Design imem_fetch_ctrl_flat, sky130hd; sources not shown.
==> images/layer_met2.png <==
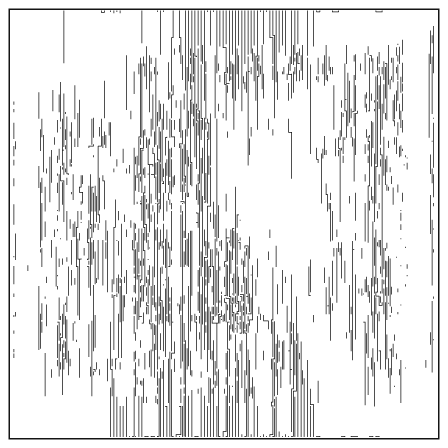
The longest straight run is 44.2 µm. The layer carries 7,660 µm of wire. The wires run mostly vertical. 718 nets have wire on it. The layer holds 49% of the routed length.
GR met2 Demand/Resource: 33.1%
vias: 4,645
Detailed Route WL: 15.6 mm

==> images/clocks.png <==
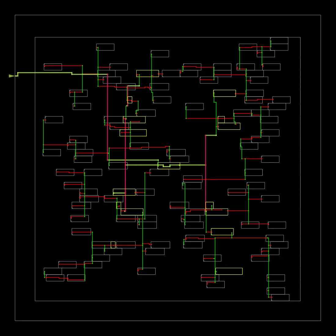
clock network power: 1.67 mW
clock sinks: 100
Clk Latency, worst-skew pair: 340 ps
worst clock skew: 5.20 ps

==> results.yml <==
# yosys + openroad results
power:
  pg_seq_mw: 1.90
  switching_power_mw: 1.29
  clockPowerShare_pct: 37.4
  p_comb_uw: 898
  powerDensity_mw_per_mm2: 624
  p_sw_share_pct: 28.8
  top_power_group: "registers"
  vdd_drop_max_mv: 0.353
  internal_power_mw: 3.18
placement:
  hpwl_mm: 12.0
  numPortBuffers: 209
  place_inst: 885
  gpl.final_weighted_congestion: 0.847
floorplanning:
  die_h_um: 126
  core_mm2: 0.0119
  fp_util_pct: 37.7
  rows: 40
logic_synthesis:
  top_area_cell: "dfxtp_1"
  mux_share_pct: 1.48
  ys_cells: 564
  synth.cell_area_mm2: 0.00449
  synthTopLogicFamily: "simple AND/OR/NAND/NOR gates"
  synthAoiAreaFrac_pct: 16.6
  syn_area_per_cell_um2: 7.96
  synth_cells: 564
  synthTopCellsByArea: "dfxtp_1 45%, nand2_1 12%, a21oi_1 9.3%"
  ys_area_mm2: 0.00449
  adder_share_pct: 0.279
cts:
  cts.path.max_buffers: 2
  tritoncts: "done"
  htree_levels: 3
  cts_buffers: 9
  clkTransAtPathRegs_ps: 70
  cts_root_buf: "clkbuf_16"
critical_path:
  crit_arrival_ps: 1640
  crit_type: "flip-flop to primary output"
  required_ps: 1760
  slowest_delay_ps: 510
  start_kind: "flip-flop"
  worst-r2r-setup-slack_ps: 170
  crit_slowest_cell: "dfxtp_2"
grt:
  grt.overflow.total: 0
  grt-busiest-layer: "met2"
  use_met1_pct: 21.5
  grt_max_degree: 55
  grt_antenna_before_repair: 0
  grt_use_met3_pct: 7.51
finish:
  drive_gt1_share_pct: 34.0
  num-nets-final: 858
  final_util_pct: 60.1
final_timing:
  timing.fmax_mhz: 481
  min_period_over_period_pct: 94.4
  holdWs_ps: 455
  rsz0062_at_grt: "no"
  layout_setup_ws_ps: 123
  hold_viol: 0
  slew_headroom_pct: 61.7
  layout_min_cycle_time_ps: 2080
  drv_slew: 0
  max_slew.worst_pin.slew_ps: 574
outcome:
  outcome: "completed"
run:
  warnings: 26
  maxCapViolCount: 0
route:
  drtPass1Iterations: 4
  wl_met2_mm: 7.66
  wl_met3_mm: 1.51
  wl_met1_mm: 6.32
  wl_per_cell_um: 17.4
  top_layer_used: "met4"
  drt-vias-per-instance: 5.16
min_path:
  hold_path.class: "flip-flop to flip-flop"
==> critical path: cells and delay by family, from the launching register on <==
kind                   cells  cell delay [ps]
flip-flops                 1              510
multiplexers               1              370
buffers and inverters      2              410
==> layout make-up <==
| class | count | area [µm²] |
|---|---|---|
| clock inverters | 7 | 91.3 |
| inverters | 4 | 15.0 |
| repair buffers | 240 | 2470 |
| multi-input cells | 394 | 2130 |
| flip-flops and latches | 100 | 2040 |
| well taps | 147 | 184 |
| clock buffers | 9 | 225 |
| fillers | 978 | 4760 |
==> layout by cell type, fill, tap and decap left out, drive strengths merged, types with 2 or more instances in the layout <==
cell / count
bufinv: 2
a21oi: 84
nand2: 140
buf: 166
inv: 4
a41o: 3
nor2: 34
mux2: 5
a22o: 5
nor2b: 4
and3: 3
nand2b: 4
nand4: 5
nor4: 15
dfxtp: 100
nand3: 9
nor3: 3
o22ai: 2
and2: 37
clkbuf: 9
clkinv: 4
xnor2: 2
a31oi: 13
a21o: 3
and4: 4
o21ai: 3
clkdlybuf4s50: 74
==> synthesized netlist by cell type, drive strengths merged <==
master	instances
o22ai	2
nor3	3
a21boi	1
nand3b	1
buf	39
a2111oi	1
a22o	5
a41o	3
o32ai	1
nand3	9
and3	3
nor4b	1
a31oi	13
o211a	1
nor4	15
nor2	34
dfxtp	100
nand4	5
xnor2	2
mux2	5
mux2i	1
nand2	140
and2	37
nor2b	4
and4bb	1
clkbuf	27
a21o	3
nand2b	4
and4	4
o21ai	3
a2bb2oi	1
a21oi	84
a22oi	1
inv	4
ha	1
o21a	1
o31a	1
and3b	1
a32o	1
nor3b	1
==> what timing repair did <==
action	CTS	global route
resized	1	1
pin swaps	0	0
setup endpoints to repair	4	1
cloned	0	0
setup buffers	0	0
hold buffers	0	0
No activity file was given, so power comes from the tool's default toggle rates.
